Fig. 1: run 1, routed metal, one color a layer
Only two layers are drawn.
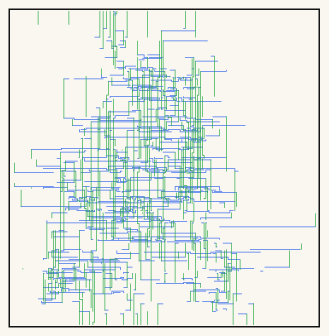
Fig. 2: run 1, where the registers sit
Scale bar: 20 um. Other sequential cells in the stronger gray, the rest of the logic in the fainter gray.
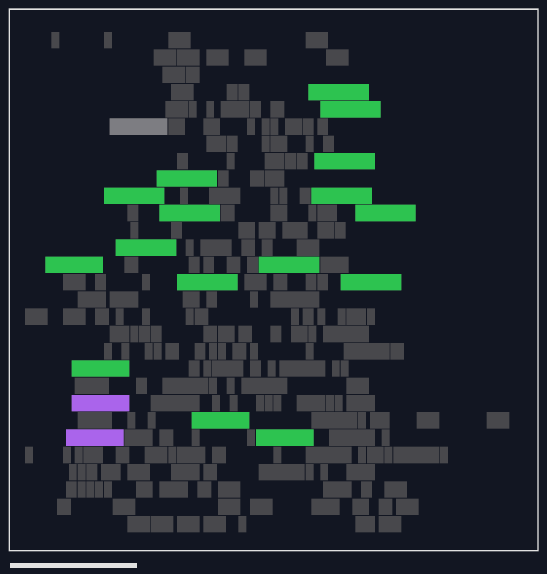
Fig. 3: run 1, port wiring
Scale bar: 20 um.
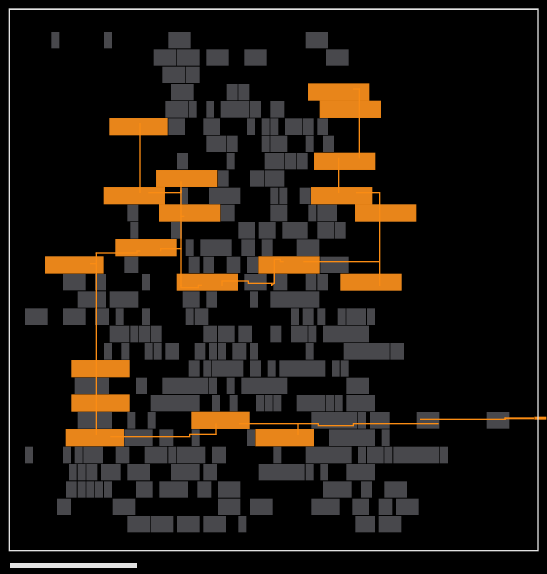
$ cat src/rtl/chi_txnid_alloc_ctrl.sv
// ---------------------------------------------------------------------------
// chi_txnid_alloc_ctrl
//
// Purpose:
//   Shares a fixed pool of CHI TxnIDs between NUM_REQ request-generating
//   agents. A round-robin arbiter picks one requester per cycle and that
//   requester receives the lowest-numbered free ID. IDs go back to the pool
//   when they are freed. IDs marked in RSVD_MASK are never handed out. A
//   sticky error flag records illegal frees.
//
// Handshake (valid/ready):
//   A requester raises req_valid[n] and holds it until it sees req_gnt[n]
//   high. The grant is combinational from registered state, so the
//   requester sees it in the same cycle. The ID is consumed at the clock
//   edge that ends a cycle in which req_gnt[n] is high. If a requester drops
//   req_valid early, it is simply not granted. free_valid is a
//   single-cycle, always-accepted strobe.
//
// Optional feature (macro CHI_SS_COMPACK_HOLD_EN):
//   When the macro is defined, an ID returns to the pool only after both
//   free_valid (completion) and compack_valid (CompAck) have been seen for
//   it, in either order. The two events may also arrive in the same cycle.
//
// Ports:
//   clk            in   rising-edge clock
//   reset_n        in   asynchronous active-low reset
//   req_valid      in   [NUM_REQ]  per-requester allocation request
//   req_gnt        out  [NUM_REQ]  one-hot grant for this cycle
//   gnt_id         out  [ID_W]     granted ID, valid when |req_gnt
//   free_valid     in   return (completion) strobe
//   free_id        in   [ID_W]     ID being returned
//   compack_valid  in   CompAck strobe        (macro builds only)
//   compack_id     in   [ID_W]     CompAck ID (macro builds only)
//   free_count     out  number of currently allocatable IDs
//   pool_empty     out  free_count == 0
//   err_bad_free   out  sticky illegal-free flag
// ---------------------------------------------------------------------------
module chi_txnid_alloc_ctrl #(
    parameter int                 NUM_REQ   = 4,
    parameter int                 NUM_IDS   = 16,
    parameter int                 ID_W      = 8,
    parameter logic [NUM_IDS-1:0] RSVD_MASK = 16'h022A
) (
    input  logic                         clk,
    input  logic                         reset_n,
    input  logic [NUM_REQ-1:0]           req_valid,
    output logic [NUM_REQ-1:0]           req_gnt,
    output logic [ID_W-1:0]              gnt_id,
    input  logic                         free_valid,
    input  logic [ID_W-1:0]              free_id,
`ifdef CHI_SS_COMPACK_HOLD_EN
    input  logic                         compack_valid,
    input  logic [ID_W-1:0]              compack_id,
`endif
    output logic [$clog2(NUM_IDS+1)-1:0] free_count,
    output logic                         pool_empty,
    output logic                         err_bad_free
);

    localparam int CNT_W = $clog2(NUM_IDS + 1);
    localparam int PTR_W = (NUM_REQ > 1) ? $clog2(NUM_REQ) : 1;

    // State
    logic [NUM_IDS-1:0] r_bitmap;   // 1 = free and allocatable
    logic [PTR_W-1:0]   r_rr_ptr;
    logic               r_err;

    // Arbitration
    logic [PTR_W-1:0]   w_idx;
    logic [PTR_W-1:0]   w_winner;
    logic               w_found;
    logic               w_gnt;
    logic [PTR_W-1:0]   w_rr_nxt;

    // ID selection
    logic [ID_W-1:0]    w_low_id;
    logic [NUM_IDS-1:0] w_low_oh;
    logic [NUM_IDS-1:0] w_gnt_oh;

    // Return path
    logic [NUM_IDS-1:0] w_free_oh;
    logic [NUM_IDS-1:0] w_release;
    logic               w_bad;
    logic [CNT_W-1:0]   w_cnt;

    // Round-robin search starting at r_rr_ptr; the first valid requester wins.
    always_comb begin
        w_found  = 1'b0;
        w_winner = '0;
        w_idx    = '0;
        for (int k = 0; k < NUM_REQ; k++) begin
            w_idx = PTR_W'((int'(r_rr_ptr) + k) % NUM_REQ);
            if (!w_found && req_valid[w_idx]) begin
                w_found  = 1'b1;
                w_winner = w_idx;
            end
        end
    end

    // Lowest set bit of the bitmap. The scan runs from high to low so that
    // the last assignment is the lowest free ID.
    always_comb begin
        w_low_id = '0;
        w_low_oh = '0;
        for (int i = NUM_IDS - 1; i >= 0; i--) begin
            if (r_bitmap[i]) begin
                w_low_id = ID_W'(i);
                w_low_oh = '0;
                w_low_oh[i] = 1'b1;
            end
        end
    end

    assign w_gnt    = w_found && (|r_bitmap);
    assign w_gnt_oh = w_gnt ? w_low_oh : '0;
    assign w_rr_nxt = (int'(w_winner) == NUM_REQ - 1) ? '0 : w_winner + 1'b1;

    always_comb begin
        req_gnt = '0;
        for (int j = 0; j < NUM_REQ; j++) begin
            req_gnt[j] = w_gnt && (w_winner == PTR_W'(j));
        end
    end

    assign gnt_id = w_gnt ? w_low_id : '0;

    // Decode free_id against the pool. An ID outside the pool matches no bit.
    always_comb begin
        w_free_oh = '0;
        for (int i = 0; i < NUM_IDS; i++) begin
            w_free_oh[i] = free_valid && (free_id == ID_W'(i));
        end
    end

`ifdef CHI_SS_COMPACK_HOLD_EN
    // Per-ID tracking of the two return events for allocated IDs.
    logic [NUM_IDS-1:0] r_comp_seen;
    logic [NUM_IDS-1:0] r_ack_seen;
    logic [NUM_IDS-1:0] w_ack_oh;
    logic [NUM_IDS-1:0] w_comp_ok;
    logic [NUM_IDS-1:0] w_ack_ok;
    logic [NUM_IDS-1:0] w_comp_nxt;
    logic [NUM_IDS-1:0] w_ack_nxt;
    logic               w_comp_bad;
    logic               w_ack_bad;

    always_comb begin
        w_ack_oh = '0;
        for (int i = 0; i < NUM_IDS; i++) begin
            w_ack_oh[i] = compack_valid && (compack_id == ID_W'(i));
        end
    end

    // An event is legal only for an allocated (not free, not reserved) ID
    // that has not already seen the same event.
    assign w_comp_ok  = w_free_oh & ~RSVD_MASK & ~r_bitmap & ~r_comp_seen;
    assign w_ack_ok   = w_ack_oh  & ~RSVD_MASK & ~r_bitmap & ~r_ack_seen;
    assign w_comp_bad = free_valid    && ((w_free_oh == '0) || ((w_free_oh & ~w_comp_ok) != '0));
    assign w_ack_bad  = compack_valid && ((w_ack_oh  == '0) || ((w_ack_oh  & ~w_ack_ok)  != '0));
    assign w_comp_nxt = r_comp_seen | w_comp_ok;
    assign w_ack_nxt  = r_ack_seen  | w_ack_ok;
    assign w_release  = w_comp_nxt & w_ack_nxt;
    assign w_bad      = w_comp_bad | w_ack_bad;

    // A released ID has both bits cleared. Granting also clears the bits for
    // the new allocation, although they are already zero for a free ID.
    always_ff @(posedge clk or negedge reset_n) begin
        if (!reset_n) begin
            r_comp_seen <= '0;
            r_ack_seen  <= '0;
        end else begin
            r_comp_seen <= w_comp_nxt & ~w_release & ~w_gnt_oh;
            r_ack_seen  <= w_ack_nxt  & ~w_release & ~w_gnt_oh;
        end
    end
`else
    // A free is legal only for an ID that is in range, not reserved and
    // currently allocated. Reserved IDs sit at 0 in the bitmap, so they need
    // their own check.
    assign w_bad     = free_valid &&
                       ((w_free_oh == '0) || ((w_free_oh & (RSVD_MASK | r_bitmap)) != '0));
    assign w_release = w_bad ? '0 : w_free_oh;
`endif

    // Main state. A released ID is never the granted ID, because only
    // allocated IDs can be released and only free IDs can be granted.
    always_ff @(posedge clk or negedge reset_n) begin
        if (!reset_n) begin
            r_bitmap <= ~RSVD_MASK;
            r_rr_ptr <= '0;
            r_err    <= 1'b0;
        end else begin
            r_bitmap <= (r_bitmap & ~w_gnt_oh) | w_release;
            if (w_gnt) begin
                r_rr_ptr <= w_rr_nxt;
            end
            if (w_bad) begin
                r_err <= 1'b1;
            end
        end
    end

    // free_count is the popcount of the bitmap, so it can neither overflow
    // nor underflow.
    always_comb begin
        w_cnt = '0;
        for (int i = 0; i < NUM_IDS; i++) begin
            w_cnt = w_cnt + CNT_W'(r_bitmap[i]);
        end
    end

    assign free_count   = w_cnt;
    assign pool_empty   = (r_bitmap == '0);
    assign err_bad_free = r_err;

endmodule

$ cat config.mk
export PLATFORM = sky130hd
export DESIGN_NAME = chi_txnid_alloc_ctrl
export DESIGN_NICKNAME = d
export VERILOG_FILES = /design/src/rtl/chi_txnid_alloc_ctrl.sv
export SDC_FILE = /design/constraint.sdc
export NUM_CORES = 1
export LEC_CHECK = 0
export CAP_MARGIN = 0
export CORE_AREA = 2 2 81 83
export CTS_BUF_LIST = sky130_fd_sc_hd__clkbuf_4 sky130_fd_sc_hd__clkbuf_8
export DETAILED_ROUTE_END_ITERATION = 16
export DIE_AREA = 0 0 83 85
export PLACE_DENSITY = 0.56
export RECOVER_POWER = 100
export SLEW_MARGIN = 20
export SYNTH_ARGS = -nofsm -noshare
export SYNTH_HDL_FRONTEND = slang
export SYNTH_SLANG_ARGS = --single-unit
$ cat constraint.sdc
create_clock -name clk -period 6.2 [get_ports clk]
set_input_delay 0.93 -clock clk [delete_from_list [all_inputs] [get_ports clk]]
set_output_delay 0.93 -clock clk [all_outputs]
set_load 0.02 [all_outputs]
==> notes.md, run 1 <==
impl run done, here's what came out: Top non-seq family simple AND/OR/NAND/NOR gates, CTS tree done, root buffer cell clkbuf_8, Crit Path Category reg -> out, Sequential Area 490 um2, capture point of the worst path free_count[4], dominant register cell dfstp_2, Worst VDD drop 0.0000927 V, Ports 34, first-pass GRT wire length 7.31 mm, most numerous logic cell after layout inv_1, Post-DP HPWL 3.34 mm, htree depth 1, Post-Synthesis Mean Instance Area 8.80 um2, status completed, critical path's slowest cell dlygate4sd3_1, ANT cells 0, DIE AREA 7060 um2, setup bufs post-CTS 0, worst setup margin 841 ps, die height 85 um, Setup crit start kind flip-flop, worst reg2reg path startpoint r_bitmap[0]$_DFF_PN1_, Setup TNS 0 ps, reg-to-reg setup timing slack 4110 ps, Post-synth EDFFs 0, Seq/Total Area, Yosys 0.273, Pwr Density 148 nW/um2, via/cell ratio 4.94, IO Port Bufs 29, top cells by count inv_1, nor2_1, nand2_1, Num CTS Buffers 3, CP Buf/Inv Count 4, initial antenna violation count 0, xor+xnor area frac 0.00976, tool warnings 31
Back to the opening pictures, Fig. 1:
color	layer	wire length
blue	met1	1990 um
green	met2	2050 um

Back to the opening pictures, Fig. 2:
color	signal	flops
purple	`r_rr_ptr`	2
green	`r_bitmap`	16
not colored	1

Back to the opening pictures, Fig. 3:
color	port	direction	edge	end cells	buffers	wire
orange	`reset_n`	input	east	19	1	210 um

run 1: cell type report:
cell class,instances,share of cell area
flip-flops and latches,19,0.228
multi-input cells,150,0.519
clock buffers,3,0.0192
repair buffers,29,0.135
inverters,30,0.0523
clock inverters,1,0.00233
well taps,77,0.0448
run 1: registers in the layout (all words and copies together), names as in the netlist:
register      flops
r_bitmap         16
r_rr_ptr          2
err_bad_free      1
run 1: layer usage:
metal / part of all wire / wire length, um / up-vias / track usage
met2: 0.49 / 2040 / 29 / 0.210
met5: 0 / 0 / - / 0
met4: 0.0045 / 19 / 0 / 0.0313
met1: 0.48 / 1990 / 742 / 0.173
met3: 0.029 / 123 / 2 / 0.0117
li1: - / - / 754 / -
Fig. 4: run 1, clock nets
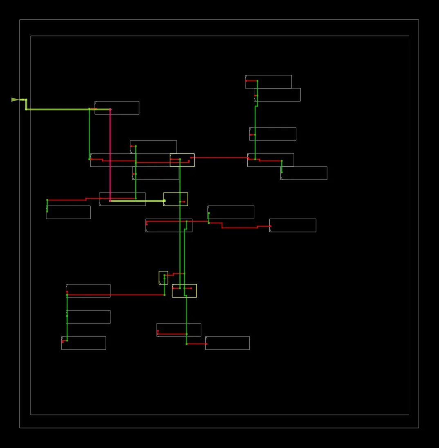

==> run 2: changes to the inputs <==
--- a/config.mk
+++ b/config.mk
@@ -5,12 +5,11 @@
 export SDC_FILE = /design/constraint.sdc
 export NUM_CORES = 1
 export LEC_CHECK = 0
-export CAP_MARGIN = 0
-export CORE_AREA = 2 2 81 83
+export CORE_AREA = 3 3 66 68
 export CTS_BUF_LIST = sky130_fd_sc_hd__clkbuf_4 sky130_fd_sc_hd__clkbuf_8
 export DETAILED_ROUTE_END_ITERATION = 16
-export DIE_AREA = 0 0 83 85
-export PLACE_DENSITY = 0.56
+export DIE_AREA = 0 0 69 71
+export PLACE_DENSITY = 0.78
 export RECOVER_POWER = 100
 export SLEW_MARGIN = 20
 export SYNTH_ARGS = -nofsm -noshare
Fig. 5: run 2, clock nets
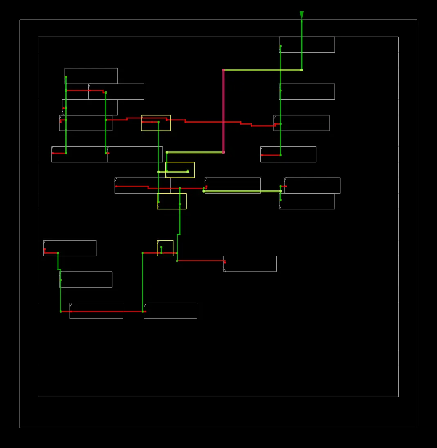
Num CTS Buffers: 3
flip-flops: 19

Fig. 6: run 2, routed metal, one color a layer
Only two layers are drawn.
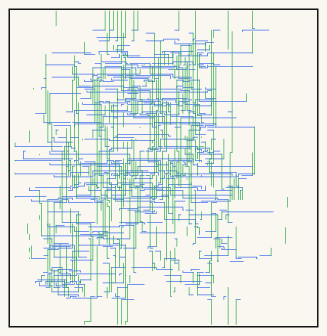
color	layer	wire length
blue	met1	1780 um
green	met2	1850 um
GRT Overall Usage: 0.164
Routed WL per cell: 13.8 um
via count: 1551

==> notes.md, run 2 <==
impl run done, here's what came out: DR top layer met4, DIE AREA 4900 um2 (-31%), reg-to-reg setup timing slack 4080 ps (-30 ps), capture point of the worst path free_count[4], Most Used Layer, Global Route met2, Pwr Density 150 nW/um2 (+1.9%), ANT cells 0 (unchanged), tool warnings 31 (unchanged), Post-synth EDFFs 0 (unchanged), Post-DP HPWL 3.10 mm (-7.1%), Worst VDD drop 0.0000957 V (+3.3%), top cells by count inv_1, nor2_1, nand2_1, first-pass GRT wire length 6.69 mm (-8.4%), Most flops, register r_bitmap, GR Util met2 0.262 (+0.0520), met3 WL 239 um (+94%), setup bufs post-CTS 0 (unchanged), logic share of the area 0.526 (+0.00765), status completed, die height 71 um (-16%), Post-Synthesis Mean Instance Area 8.80 um2 (unchanged), htree depth 1 (unchanged), comb_multi_in 150 (unchanged), xor+xnor area frac 0.00976 (unchanged), met1 WL 1.78 mm (-10%)
Fig. 7: run 2, port wiring
Scale bar: 20 um.
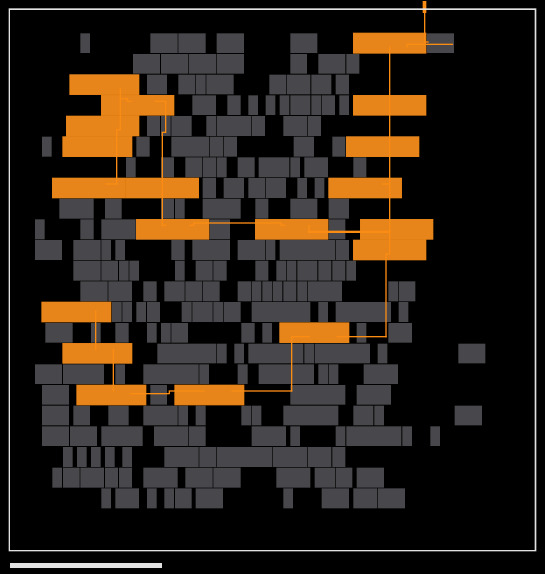
color	port	direction	edge	end cells	buffers	wire
orange	`reset_n`	input	north	19	1	154 um
IO Port Bufs: 29
Ports: 34

-- run 2: cell counts after synthesis --
Identical to the previous run, type by type.
-- run 2: worst min path at each step --
stage / startpoint / endpoint / slack (ps)
floorplan: r_bitmap[6]$_DFF_PN1_ / r_bitmap[6]$_DFF_PN1_ / 480
global placement: err_bad_free$_DFFE_PN0P_ / err_bad_free$_DFFE_PN0P_ / 440
detailed placement: err_bad_free$_DFFE_PN0P_ / err_bad_free$_DFFE_PN0P_ / 450
CTS: err_bad_free$_DFFE_PN0P_ / err_bad_free$_DFFE_PN0P_ / 460
global route: err_bad_free$_DFFE_PN0P_ / err_bad_free$_DFFE_PN0P_ / 480
finish: err_bad_free$_DFFE_PN0P_ / err_bad_free$_DFFE_PN0P_ / 450
==> run 3: changes to the inputs <==
--- a/config.mk
+++ b/config.mk
@@ -11,6 +11,7 @@
 export DIE_AREA = 0 0 69 71
 export PLACE_DENSITY = 0.78
 export RECOVER_POWER = 100
+export SKIP_CTS_REPAIR_TIMING = 1
 export SLEW_MARGIN = 20
 export SYNTH_ARGS = -nofsm -noshare
 export SYNTH_HDL_FRONTEND = slang
Fig. 8: run 3, clock nets
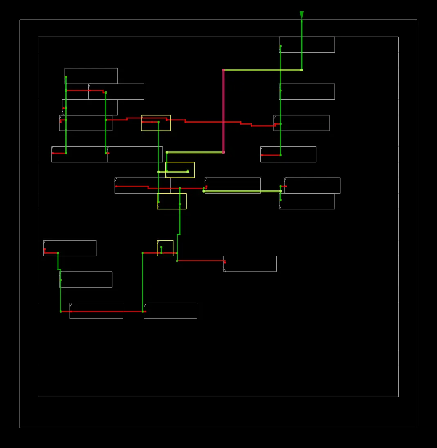
Power Clock: 0.0000911 W
worst clock skew: 4.64 ps
Late-Pin Clk Latency: 250 ps
CLK BUF: 4

Fig. 9: run 3, port wiring
Scale bar: 20 um.
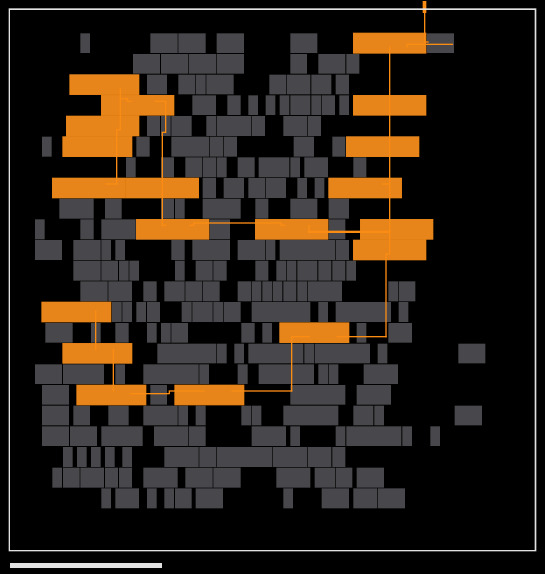
color	port	direction	edge	end cells	buffers	wire
orange	`reset_n`	input	north	19	1	154 um

Fig. 10: run 3, routed metal, one color a layer
Only two layers are drawn.
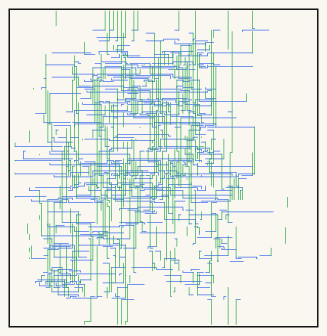
color	layer	wire length
blue	met1	1780 um
green	met2	1850 um
DRT Wirelength: 3.90 mm

==> notes.md, run 3 <==
impl run done, here's what came out: met3 WL 239 um (unchanged), Crit Path Category reg -> out, via count 1551 (unchanged), GR Util met2 0.262 (unchanged), Routed WL per cell 13.8 um (unchanged), ratio of final minimum period to clock period 0.856, DIE AREA 4900 um2 (unchanged), status completed, Largest register FFs 16, die height 71 um (unchanged), Syn Inst Count 204, Post-DP HPWL 3.10 mm (unchanged), GRT Overall Usage 0.164 (unchanged), dominant register cell dfstp_2, Crit path arrival time 4380 ps, Max-area cell share 0.176, count leader, synth inv_1, tool warnings 31 (unchanged), capture point of the worst path free_count[4], Hold Path Origin err_bad_free$_DFFE_PN0P_, number of routed nets with antenna violations 0, CP Buf/Inv Count 4, CTS tree done, Post-Synthesis Mean Instance Area 8.80 um2 (unchanged), async set or reset register ratio after synthesis 1.00, ANT cells 0 (unchanged), Ports 34 (unchanged), Pwr Density 150 nW/um2 (unchanged), first-pass GRT wire length 6.69 mm (unchanged), reg-to-reg setup timing slack 4080 ps (about the same), Num CTS Buffers 3 (unchanged), IO Port Bufs 29 (unchanged), Worst VDD drop 0.0000957 V (unchanged), max_slew headroom 0.431, DR top layer met4, top cells by count inv_1, nor2_1, nand2_1, Post-synth EDFFs 0 (unchanged), WHS Endpoint err_bad_free$_DFFE_PN0P_, xor+xnor area frac 0.00976 (unchanged), htree depth 1 (unchanged), Most flops, register r_bitmap, Most Used Layer, Global Route met2
[run 3: power breakdown]
| part | total [W] | leakage [nW] | switching [W] | internal (W) |
|---|---|---|---|---|
| clock | 0.0000911 | 0.0262 | 0.0000411 | 0.0000500 |
| combinational | 0.0000860 | 0.722 | 0.0000462 | 0.0000398 |
| sequential | 0.000142 | 0.211 | 0.00000992 | 0.000132 |
[run 3: per-stage QoR]
step / setup slack, ps / total power (W)
CTS: 934 / 0.000324
finish: 894 / 0.000319
detailed placement: 1220 / 0.000232
global placement: 1280 / 0.000231
floorplan: 1740 / 0.000203
global route: 705 / 0.000341
[run 3: final cells by class]
class	count	area share
clock buffers	4	0.0230
inverters	30	0.0531
multi-input cells	150	0.526
flip-flops and latches	19	0.231
well taps	50	0.0295
repair buffers	29	0.137

==> layout pictures side by side <==
Layout detail.
Plate I
Window x 0 to 40, y 31 to 71 um. Cells in gray, sequential cells in the stronger gray; small squares are vias.
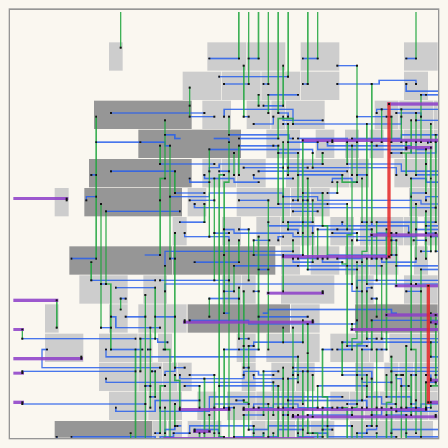
Plate II
Window x 1 to 41, y 44 to 84 um. Cells in gray, sequential cells in the stronger gray; small squares are vias.
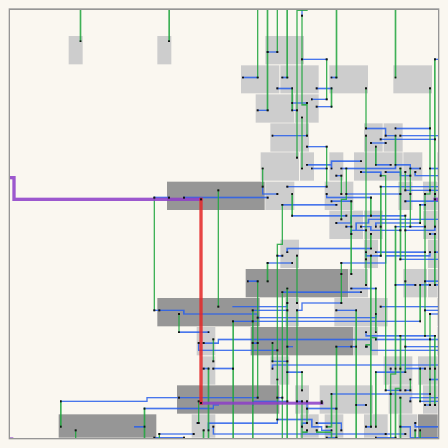
Plate I -> run 3
Plate II -> run 1

Key to Plate I:
color	layer
green	met2
red	met4
blue	met1
purple	met3
cells with their middle in the window	109
netlist names of flops here include	`r_bitmap` (8), `err_bad_free` (1)
sequential cells in the window	9
most frequent	nor2_1 (14), nand2_1 (9)

Power figures rest on the tool's default switching activity, not on a simulated workload.
